===== config.mk =====
export PLATFORM = sky130hd
export DESIGN_NAME = uart_prog_loader
export DESIGN_NICKNAME = d
export VERILOG_FILES = /design/src/rtl/uart_prog_loader.sv
export SDC_FILE = /design/constraint.sdc
export NUM_CORES = 1
export LEC_CHECK = 0
export CORE_MARGIN = 2
export CORE_UTILIZATION = 55
export DETAILED_ROUTE_END_ITERATION = 8
export MAX_ROUTING_LAYER = met4
export PLACE_DENSITY = 0.79
export SYNTH_ARGS = -nofsm -noshare
export SYNTH_HDL_FRONTEND = slang
export SYNTH_SLANG_ARGS = --single-unit

===== constraint.sdc =====
create_clock -name clk -period 2.7 [get_ports clk]
set_input_delay 0.27 -clock clk [delete_from_list [all_inputs] [get_ports clk]]
set_output_delay 0.27 -clock clk [all_outputs]
set_load 0.02 [all_outputs]

===== src/rtl/uart_prog_loader.sv =====
// uart_prog_loader: assembles a framed UART byte stream into program-memory
// words. Frame = COUNT byte, COUNT*BPW payload bytes, XOR checksum byte.
// Words are written at auto-incremented addresses. The frame ends with a
// one-cycle prog_rdy pulse or a prog_err pulse and an error code.
module uart_prog_loader #(
  parameter int DATA_WIDTH     = 32,
  parameter int BYTE_WIDTH     = 8,
  parameter int ADDR_WIDTH     = 8,
  parameter int ADDR_STEP      = 4,
  parameter int BASE_ADDR      = 0,
  parameter int BIG_ENDIAN     = 1,
  parameter int TIMEOUT_CYCLES = 0
) (
  input  logic                  clk,
  input  logic                  arst_n,
  input  logic                  rx_valid_i,
  input  logic [BYTE_WIDTH-1:0] rx_data_i,
  output logic                  wr_en_o,
  output logic [ADDR_WIDTH-1:0] wr_addr_o,
  output logic [DATA_WIDTH-1:0] wr_data_o,
  output logic                  busy_o,
  output logic                  prog_rdy_o,
  output logic                  prog_err_o,
  output logic [1:0]            err_code_o
);

  localparam int BPW   = DATA_WIDTH / BYTE_WIDTH;
  localparam int BCW   = (BPW > 1) ? $clog2(BPW) : 1;
  localparam int IW    = (TIMEOUT_CYCLES > 0) ? $clog2(TIMEOUT_CYCLES + 1) : 1;
  localparam bit TO_EN = (TIMEOUT_CYCLES > 0);

  localparam logic [1:0] ERR_NONE = 2'b00;
  localparam logic [1:0] ERR_CSUM = 2'b01;
  localparam logic [1:0] ERR_TOUT = 2'b10;

  typedef enum logic [1:0] {IDLE, RX_WORD, RX_CSUM} state_t;

  state_t                state_q;
  logic [BYTE_WIDTH-1:0] cnt_q;    // words in this frame
  logic [BYTE_WIDTH-1:0] k_q;      // words written so far
  logic [BCW-1:0]        b_q;      // byte lane within current word
  logic [BYTE_WIDTH-1:0] acc_q;    // running XOR checksum
  logic [DATA_WIDTH-1:0] word_q;   // word under assembly
  logic [DATA_WIDTH-1:0] word_d;
  logic [ADDR_WIDTH-1:0] addr_q;   // address of the next write
  logic [IW-1:0]         idle_q;   // cycles since last byte
  logic                  wr_en_q, rdy_q, err_q;
  logic [ADDR_WIDTH-1:0] wr_addr_q;
  logic [DATA_WIDTH-1:0] wr_data_q;
  logic [1:0]            code_q;

  // Insert the incoming byte into its lane of the word under assembly.
  always_comb begin
    word_d = word_q;
    for (int i = 0; i < BPW; i++) begin
      if (b_q == BCW'(i))
        word_d[((BIG_ENDIAN != 0) ? (BPW-1-i) : i)*BYTE_WIDTH +: BYTE_WIDTH] = rx_data_i;
    end
  end

  // Frame FSM: counters, checksum, timeout and all registered outputs.
  always_ff @(posedge clk or negedge arst_n) begin
    if (!arst_n) begin
      state_q   <= IDLE;
      cnt_q     <= '0;
      k_q       <= '0;
      b_q       <= '0;
      acc_q     <= '0;
      word_q    <= '0;
      addr_q    <= '0;
      idle_q    <= '0;
      wr_en_q   <= 1'b0;
      wr_addr_q <= '0;
      wr_data_q <= '0;
      rdy_q     <= 1'b0;
      err_q     <= 1'b0;
      code_q    <= ERR_NONE;
    end else begin
      wr_en_q <= 1'b0;
      rdy_q   <= 1'b0;
      err_q   <= 1'b0;
      case (state_q)
        IDLE: begin
          idle_q <= '0;
          if (rx_valid_i) begin
            cnt_q   <= rx_data_i;
            acc_q   <= rx_data_i;
            code_q  <= ERR_NONE;
            k_q     <= '0;
            b_q     <= '0;
            addr_q  <= ADDR_WIDTH'(BASE_ADDR);
            state_q <= (rx_data_i != '0) ? RX_WORD : RX_CSUM;
          end
        end
        RX_WORD, RX_CSUM: begin
          // Timeout wins over a byte arriving in the same cycle.
          if (TO_EN && idle_q == IW'(TIMEOUT_CYCLES)) begin
            err_q   <= 1'b1;
            code_q  <= ERR_TOUT;
            state_q <= IDLE;
            acc_q   <= '0;
            word_q  <= '0;
            b_q     <= '0;
            k_q     <= '0;
            idle_q  <= '0;
          end else if (rx_valid_i) begin
            idle_q <= '0;
            if (state_q == RX_WORD) begin
              acc_q  <= acc_q ^ rx_data_i;
              word_q <= word_d;
              if (b_q == BCW'(BPW-1)) begin
                wr_en_q   <= 1'b1;
                wr_addr_q <= addr_q;
                wr_data_q <= word_d;
                addr_q    <= addr_q + ADDR_WIDTH'(ADDR_STEP);
                b_q       <= '0;
                k_q       <= k_q + 1'b1;
                if ((k_q + 1'b1) == cnt_q) state_q <= RX_CSUM;
              end else begin
                b_q <= b_q + 1'b1;
              end
            end else begin
              if (rx_data_i == acc_q) begin
                rdy_q <= 1'b1;
              end else begin
                err_q  <= 1'b1;
                code_q <= ERR_CSUM;
              end
              state_q <= IDLE;
            end
          end else if (TO_EN) begin
            idle_q <= idle_q + 1'b1;
          end
        end
        default: state_q <= IDLE;
      endcase
    end
  end

  assign wr_en_o    = wr_en_q;
  assign wr_addr_o  = wr_addr_q;
  assign wr_data_o  = wr_data_q;
  assign busy_o     = (state_q != IDLE);
  assign prog_rdy_o = rdy_q;
  assign prog_err_o = err_q;
  assign err_code_o = code_q;

endmodule


Run 1, nets reached from selected ports:
(4 px per um)
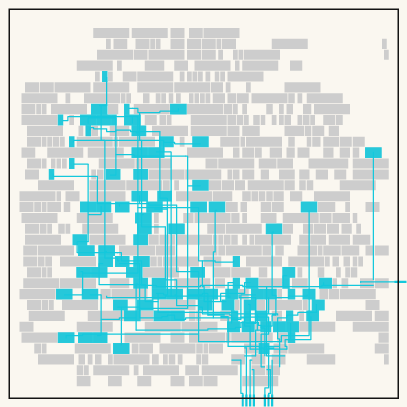
- `rx_data_i`: cyan (bits 8; direction input; edge 7 south, 1 east; end cells 90; buffers 13; wire 1,440 um)
I/O Buffers: 53
I/O Pins: 57

Run 1, cell density map:
(3 px per um) 10 x 10 tiles, from dark purple (low) to yellow (high), 0 to 100% covered.
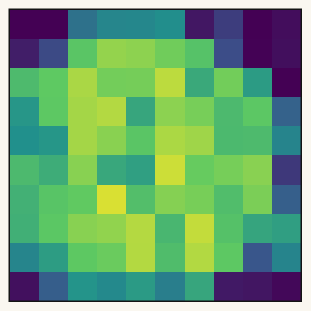
- fullest tile: 94%
- nearly empty tiles: 5.0%
- tiles over 75% full: 34%
- mean over tiles: 58%
- emptiest ninth of the die: north-east
- densest ninth of the die: centre
Util after Layout: 67.0%
FP Util: 57.2%
Core ar.: 0.00830 mm^2

==> qor.yml, run 1 <==
crit_path_end: "acc_q[4]"
pg_clk_mw: 0.924
grt_max_degree: 57
cts_setup_buffers: 0
status: "completed"
rr_worst_depth: 7
setup_slack_ps: 299
worstPathRequired_ps: 2910
clock_power_share_pct: 16.3
cp-start-kind: "flop"
clock_latency_ps: 370
drc: 0
placed_area_mm2: 0.00536
ff_latch_area_mm2: 0.00250
timing.rr.end: "acc_q[4]"
buffers: 67
r2r_slack_ps: 300
fin_worst_skew_ps: 9.13
topCellsByArea: "dfrtp_1, mux2_1, nand2_1"
wl_per_cell_um: 16.4
path_depth: 7
hpwlAfterDp_um: 6850
largest_class: "registers"
fin_setup_tns_ps: 0
wl_met2_um: 4830
power.switching_mw: 2.22
rsz0062_at_grt: "no"
synthTopCellsByCount: "dfrtp_1, nand2_1, mux2_1"
syn_area_mm2: 0.00474
num_antenna_cells: 0
vias_per_cell: 5.57
rows: 33
nets: 514
synth_flops: 100
inverters: 8
top_layer_used: "met4"
lay_top_count: "dfrtp_1"
wl_met1_um: 4530
hold_path_class: "input port to asynchronous set/reset pin"
ctsResizeCount: 0
p_leak_nw: 2.55
wl_met3_um: 386
Run 1, logic cells by family:
(4 px per um)
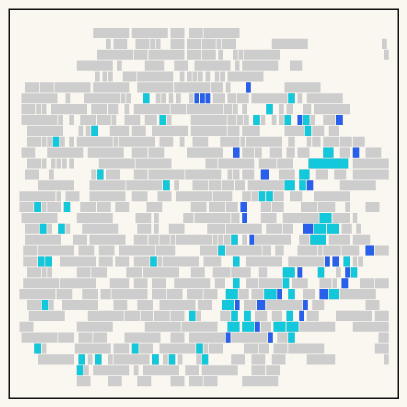
- aoi and oai cells: cyan (cells 63)
- nor cells: blue (cells 29)

Run 1, clock routing:
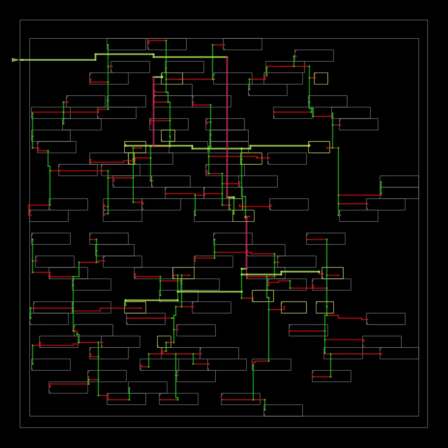

==> run 2, diff against run 1 <==
CELL_PAD_IN_SITES_DETAIL_PLACEMENT = 1   (was unset)
CELL_PAD_IN_SITES_GLOBAL_PLACEMENT = 2   (was unset)
CORE_UTILIZATION = 36   (was 55)
PLACE_DENSITY = unset   (was 0.79)
PLACE_DENSITY_LB_ADDON = 0.1   (was unset)
TNS_END_PERCENT = 20   (was unset)
clock period = 2.72 ns   (was 2.7 ns; I/O delays follow)
Run 2, clock routing:
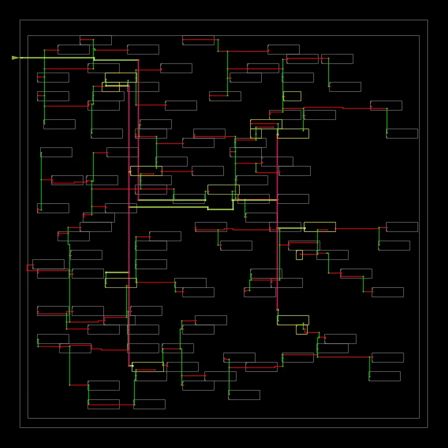
Flop Count: 100
skew final: 8.81 ps
clk latency late pin: 350 ps

Run 2, cell density map:
(2 px per um) 12 x 12 tiles, from dark purple (low) to yellow (high), 0 to 100% covered.
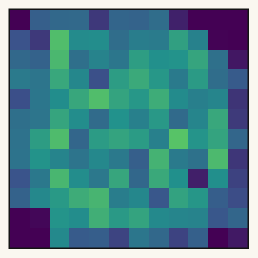
Util after Layout: 45.5%
Core ar.: 0.0127 mm^2

==> run 2 against run 1 <==
Effect of this change:
- sequential cell count is the same
- synthesized area is the same
- setup slack lost 14 ps
- non-clock buffer count grew 8
- critical path type unchanged
- largest power group unchanged
==> qor.yml, run 2 <==
status: "completed"
r2r_slack_ps: 290
wl_met2_um: 5410
placed_area_mm2: 0.00551
clock_power_share_pct: 20.3
grt_max_degree: 59
topCellsByArea: "dfrtp_1, mux2_1, nand2_1"
rr_worst_depth: 8
pg_clk_mw: 1.22
buffers: 75
nets: 522
largest_class: "registers"
cp-start-kind: "flop"
hpwlAfterDp_um: 8090
num_io_pins: 57
wl_met3_um: 211
num_antenna_cells: 0
portBuffers: 53
synth_flops: 100
cts_setup_buffers: 0
drc: 0
crit_path_end: "acc_q[3]"
lay_top_count: "dfrtp_1"
timing.rr.end: "acc_q[3]"
inverters: 8
rows: 41
wl_per_cell_um: 17.0
power.switching_mw: 2.22
fin_setup_tns_ps: 0
Power is estimated from default activity; no workload was simulated.
